Run 1, cell outlines without signal wires:
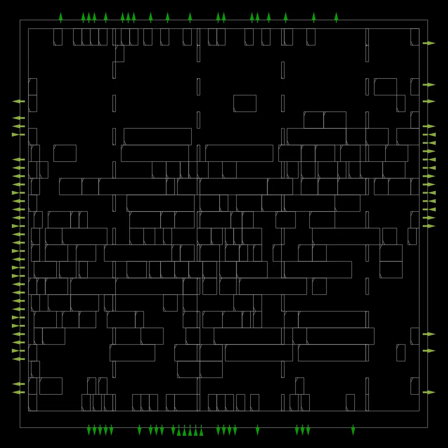
Run 1, clock wires, drivers and flops:
Scale bar: 20 um.
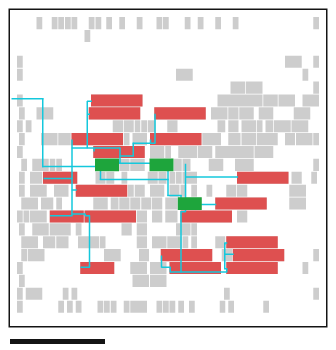
Run 1, M3 wires:
Scale bar: 20 um.
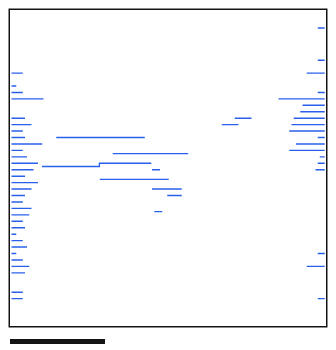
==> config.mk <==
export PLATFORM = sky130hd
export DESIGN_NAME = cond_unit_banked
export DESIGN_NICKNAME = d
export VERILOG_FILES = /design/src/rtl/cond_unit_banked.sv
export SDC_FILE = /design/constraint.sdc
export NUM_CORES = 1
export LEC_CHECK = 0
export CAP_MARGIN = 20
export CORE_UTILIZATION = 40
export CTS_CLUSTER_DIAMETER = 120
export DETAILED_ROUTE_END_ITERATION = 12
export PLACE_DENSITY = 0.84
export SLEW_MARGIN = 25
export SYNTH_ARGS = -nofsm -noshare
export SYNTH_HDL_FRONTEND = slang
export SYNTH_SLANG_ARGS = --single-unit
==> constraint.sdc <==
create_clock -name CLK -period 4 [get_ports CLK]
set_input_delay 0.8 -clock CLK [delete_from_list [all_inputs] [get_ports CLK]]
set_output_delay 0.8 -clock CLK [all_outputs]
set_load 0.05 [all_outputs]
==> results.toml, run 1 <==
# flow metrics
[detailed_routing]
antenna_left = 0
initialDrtViolationCount = 35
drc_errors = 0
wl_per_cell_um = 11.10
via_per_inst = 4.425
drt_first_pass_iters = 4

[place]
placement.io_buffers = 28
gp_routability_congestion = 0.8380
numPlacedInstances = 250
place_worst_setup_slack_ns = 0.1411

[timing]
final.setup.worst_slack_ns = 0.2689
finalHoldWorstSlack_ns = 0.4868
maxClockFrequency_ghz = 0.2680
rsz0062_at_grt = "no"
clock-skew-final_ns = 0.004237
timing_hold_violations_final = 0
period_minus_slack_ns = 3.731
tns_ns = 0
timing.final.crit_share = 0.9328
timing.max_slew.rel_slack = 0.5283
worst_pin_slew_ns = 0.7022

[floorplanning]
fp.dieArea_sq_mm = 0.004448
design.portCount = 93
floorplan.rows = 23
dieWidth_um = 66.70
die_height_um = 66.70

[yosys]
post_synth.cell_area_avg_sq_um = 9.512
aoi_share = 0.1293
synth.mux.area_fraction = 0.04634
synthesis.yosys.warnings = 0
synth_flops = 19
share_of_the_synthesized_netlist_area_taken_by_xor_and_xnor_gates = 0.02093
netlist.area_leader.share = 0.2870
synth_seq_share = 0.3229
top_logic_kind = "buffers and inverters"
synthesis.instances = 176
largest_area_cell = "buf_4"
yosysCellCount = 176
synth.cellmix.simpleShare = 0.1644
post_synth_num_cell_types = 35

[worst_setup_path]
max_stage_delay_ns = 0.60
worstPathMaxFanout = 5
timing.critical_path.cells = "clkdlybuf4s50_1, mux4_2, a22oi_2, xor2_1, a311oi_1, a311oi_4, inv_2, buf_4"
setup.worst_path.end_class = "primary output"
regToRegSetupSlack_ns = 1.16
arrival_ns = 2.93
critical_path_class = "input pin to primary output"
cp_data_required_time_ns = 3.20
cp-start-kind = "input pin"
reg2reg_depth = 7
number_of_stages_on_the_worst_setup_path = 8

[final_layout]
layoutNonFillerInstCount = 254
num_antenna_cells = 0
nets = 226
mostFrequentLayoutCell = "conb_1"
layout_top_cells = "64 x conb_1, 27 x clkdlybuf4s50_1, 16 x edfxtp_1, 12 x nand2_1"
post_route_cells_drive_above_1_share = 0.1324
area_growth_syn_to_layout_pct = 7.399

[global_route]
grt_overflow_total = 0
antenna_found_initial = 0
grt_start_max_net_pins = 16
vias_in_the_first_global_route = 954
track_usage = 0.1333
grt_first_pass_wirelength_um = 4402

[clock_tree]
ctsLongestPathBuffers = 2
htree_num_levels = 1
tritoncts.num_buffers = 3
cts.reportedPaths.clkPinSlew_ns = 0.07
postCtsHoldBufs = 0
post-cts-setup-buffers = 0
numClockSinks = 19

[pwr]
powerDensity_mw_per_mm2 = 342.2
finalPower_mw = 0.6153
worst_ir_drop_vdd_mv = 0.2618
power.static_leakage_nw = 0.7253

[worst_hold_path]
hold_wc_path_type = "flip-flop to flip-flop"
whs_path_depth = 2

[job]
log.warning_count = 26
max_cap_viol = 0

[run_status]
run_status = "finished, final reports clean"
-- 'cell outlines without signal wires' (at the start) --
Post-Route Utilization: 0.4495
placeable core region: 0.004000 sq mm
Tapcells: 50
fillers: 398
total number of sequential cells: 19

-- 'clock wires, drivers and flops' (at the start) --
[cyan] clock wires | length: 229 um
[red] flip-flops | count: 19
[green] clock-net drivers | count: 3
routed clock nets: 4
Clk pwr share: 0.213
clock network power: 0.131 mW
clock latency on the worst-skew pair: 0.25 ns

-- 'M3 wires' (at the start) --
longest straight run: 18.4 um
nets with wire on the layer: 58
number of vias in the routed layout: 1124
Post-Route WL: 2819 um
fraction of met3 tracks used by global routing: 0.04110

[run 1: synthesized netlist by cell type, drive strengths merged]
library cell  instances
o22ai                 2
nor2                  5
conb                  1
mux2                  4
or3b                  1
mux2i                 1
nand3b                3
xor2                  2
dfxtp                 3
nand2b                4
o31ai                 2
a311oi                3
nor3                  3
inv                   3
nand4b                1
nor2b                 3
and2                  8
a31oi                 2
a21oi                 2
o21ai                 9
a22oi                 1
nand2                12
or2                   2
xnor2                 2
nand4                 8
mux4                  1
edfxtp               16
clkbuf                3
o41ai                 2
o32ai                 1
buf                  66
[run 1: report_power, final]
group | internal (mW) | total (mW) | switching (mW)
Sequential | 0.225 | 0.231 | 0.00581
Combinational | 0.0516 | 0.254 | 0.202
Clock | 0.0692 | 0.131 | 0.0616
[run 1: metal layers]
metal,GRT usage,vias up,part of all wire
li1,-,548,-
met1,0.1723,505,0.43
met2,0.2146,69,0.47
met3,0.04110,2,0.088
met4,0.03191,0,0.0050
met5,0,-,0
[run 1: cells by family (layout without fill, tap and decap cells)]
| kind of cell | after synthesis | after routing |
|---|---|---|
| multiplexers | 6 | 6 |
| AND-OR/OR-AND | 24 | 24 |
| buffers and inverters | 72 | 37 |
| XOR/XNOR | 4 | 4 |
| AND/OR/NAND/NOR | 50 | 50 |
| flip-flops | 19 | 19 |
| other | 1 | 64 |
[run 1: final cells by class]
cell class | instances | area, sq um | share of cell area
multi-input combinational | 148 | 844.6 | 0.4697
sequential | 19 | 540.5 | 0.3006
timing repair buffer | 30 | 292.8 | 0.1628
tap | 50 | 62.56 | 0.03479
clock buffer | 3 | 41.29 | 0.02296
inverter | 3 | 11.26 | 0.006263
clock inverter | 1 | 5.005 | 0.002784
Run 1, zoomed window:
Window x 13 to 53, y 0 to 40 um. Cells in grey, sequential cells in the stronger grey; small squares are vias.
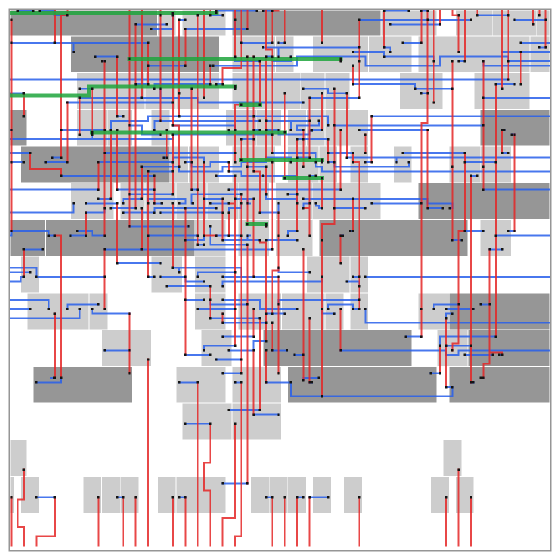

==> run 1 -> run 2 <==
- CORE_MARGIN: default -> 5
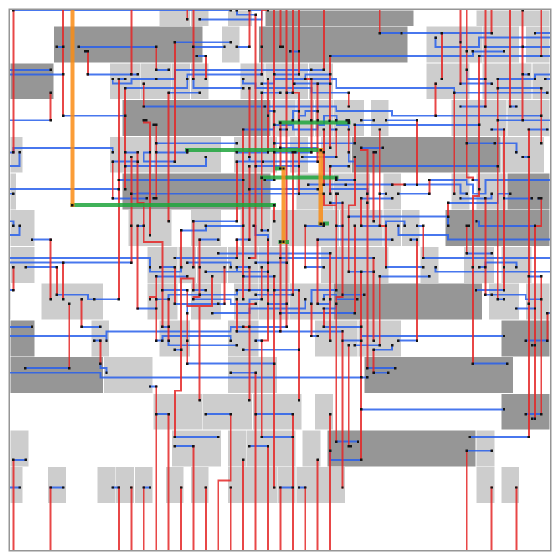
Run 2: zoomed window
Window x 17 to 57, y 2 to 42 um. Cells in grey, sequential cells in the stronger grey; small squares are vias.
| colour | layer |
|---|---|
| red | M2 |
| orange | M4 |
| green | M3 |
| blue | M1 |
sequential cells in the window: 10
most frequent: conb_1 (15), clkdlybuf4s50_1 (9), edfxtp_1 (9)
cells with their middle in the window: 95

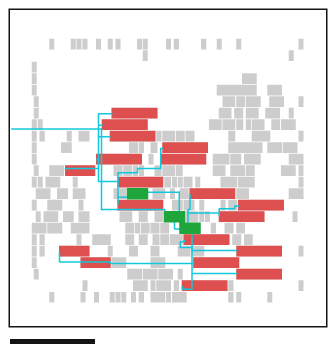
Run 2: clock wires, drivers and flops
Scale bar: 20 um.
[red] flip-flops | count: 19
[green] clock-net drivers | count: 3
[cyan] clock wires | length: 251 um
routed clock nets: 4
maximum clock skew at final layout: 0.006193 ns

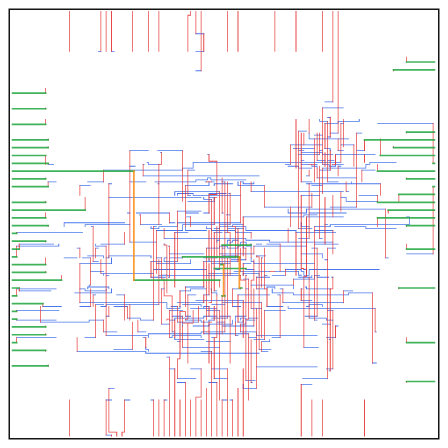
Run 2: metal layers overlaid
| colour | layer | wire length |
|---|---|---|
| red | M2 | 1490 um |
| green | M3 | 323 um |
| orange | M4 | 29.9 um |
| blue | M1 | 1320 um |
total routing resource utilization after global routing: 0.1110
drt wl/cell: 12.44 um

==> run 2 against run 1 <==
Core utilization fell by 0.35 points. Synthesized area did not move. Register-to-register slack improved by 0.11 ns. Clock-buffer cell count rose by 1. Largest cell class unchanged. Critical path type unchanged. Sequential power barely moved. Cell area barely moved. Routed wire length rose by 12%.
==> results.toml, run 2 <==
# flow metrics
[timing]
timing.final.crit_share = 0.9321
timing_hold_violations_final = 0
tns_ns = 0
worst_pin_slew_ns = 0.6981
final.setup.worst_slack_ns = 0.2718
maxClockFrequency_ghz = 0.2682
finalHoldWorstSlack_ns = 0.4868

[final_layout]
area.sequential_sq_um = 540.5
nFillCells = 404
multi_input_comb_area_sq_um = 844.6
area_growth_syn_to_layout_pct = 7.324
num_antenna_cells = 0
layout_top_cells = "64 x conb_1, 27 x clkdlybuf4s50_1, 16 x edfxtp_1, 12 x nand2_1"
mostFrequentLayoutCell = "conb_1"
post_route_cells_drive_above_1_share = 0.1275

[global_route]
grt_start_max_net_pins = 16
antenna_found_initial = 0
grt_first_pass_wirelength_um = 4761
grt_overflow_total = 0
vias_in_the_first_global_route = 1004

[worst_setup_path]
worstPathMaxFanout = 6
cp-start-kind = "input pin"
cp_data_required_time_ns = 3.20
number_of_stages_on_the_worst_setup_path = 8
regToRegSetupSlack_ns = 1.27
critical_path_class = "input pin to primary output"
reg2reg_depth = 7

[yosys]
enable_flop_cells = 16
yosysCellCount = 176
post_synth.cell_area_avg_sq_um = 9.512
synthesis.instances = 176
synth_seq_share = 0.3229
ys.flop_type = "edfxtp_1"
netlist_top_cells_count = "64 x buf_4, 16 x edfxtp_1, 12 x nand2_1, 8 x and2_1, 8 x nand4_1"
post_synth_num_cell_types = 35

[clock_tree]
numClockSinks = 19
postCtsHoldBufs = 0
post-cts-setup-buffers = 0

[run_status]
run_status = "finished, final reports clean"

[job]
max_cap_viol = 0
log.warning_count = 26

[floorplanning]
design.portCount = 93
floorplan.rows = 23
die_height_um = 74.70

[detailed_routing]
initialDrtViolationCount = 61
number_of_vias_in_the_routed_layout = 1130

[place]
placement.io_buffers = 28

[worst_hold_path]
hold_wc_path_type = "flip-flop to flip-flop"
whs_path_depth = 2

[pwr]
p_sw_mw = 0.2686
sequentialPowerShare = 0.375
power.switching_fraction = 0.4363
## run 2: cells by family after synthesis
| family | share of synthesized area |
|---|---|
| AOI/OAI and AO/OA | 0.1293 |
| muxes | 0.04634 |
| DFF | 0.3229 |
| and+or+nand+nor | 0.1644 |
| xor gates and xnor gates | 0.02093 |
| other | 0.002240 |
| buffers and inverters | 0.3139 |
## run 2: worst register-to-register path, stage by stage, from the launching register on
cell and delay, ns:
edfxtp_1 0.43, mux4_2 0.49, a22oi_2 0.14, xor2_1 0.08, a311oi_1 0.40, a311oi_4 0.09
buf_4 0.24, o41ai_1 0.50
## run 2: metal layers
| layer | vias to the layer above | global-route usage | share of wire |
|---|---|---|---|
| li1 | 545 | - | - |
| met3 | 6 | 0.02937 | 0.10 |
| met1 | 521 | 0.1491 | 0.42 |
| met4 | 0 | 0.03162 | 0.0092 |
| met5 | - | 0 | 0 |
| met2 | 58 | 0.1766 | 0.47 |
## run 2: area by class of cell
cell class	instances	share of cell area
Inverter	3	0.006267
Clock buffer	4	0.02507
Timing Repair Buffer	30	0.1630
Tap cell	50	0.03482
Sequential cell	19	0.3008
Multi-Input combinational cell	148	0.4701
## run 2: power by group through the flow
stage | clock [mW] | combinational, mW | sequential [mW]
after CTS | 0.132 | 0.253 | 0.231
after global routing | 0.141 | 0.267 | 0.232
after floorplan | 0 | 0.255 | 0.235
after detailed placement | 0 | 0.253 | 0.235
final | 0.131 | 0.254 | 0.231
after global placement | 0 | 0.250 | 0.235
## run 2: per-stage QoR
stage                     instance area, sq um  instances
after floorplan                           1911        239
after global placement                    1752        250
after detailed placement                  1752        250
after CTS                                 1797        254
after global routing                      1797        254
final                                     1797        254
No activity file was given, so power comes from the tool's default toggle rates.
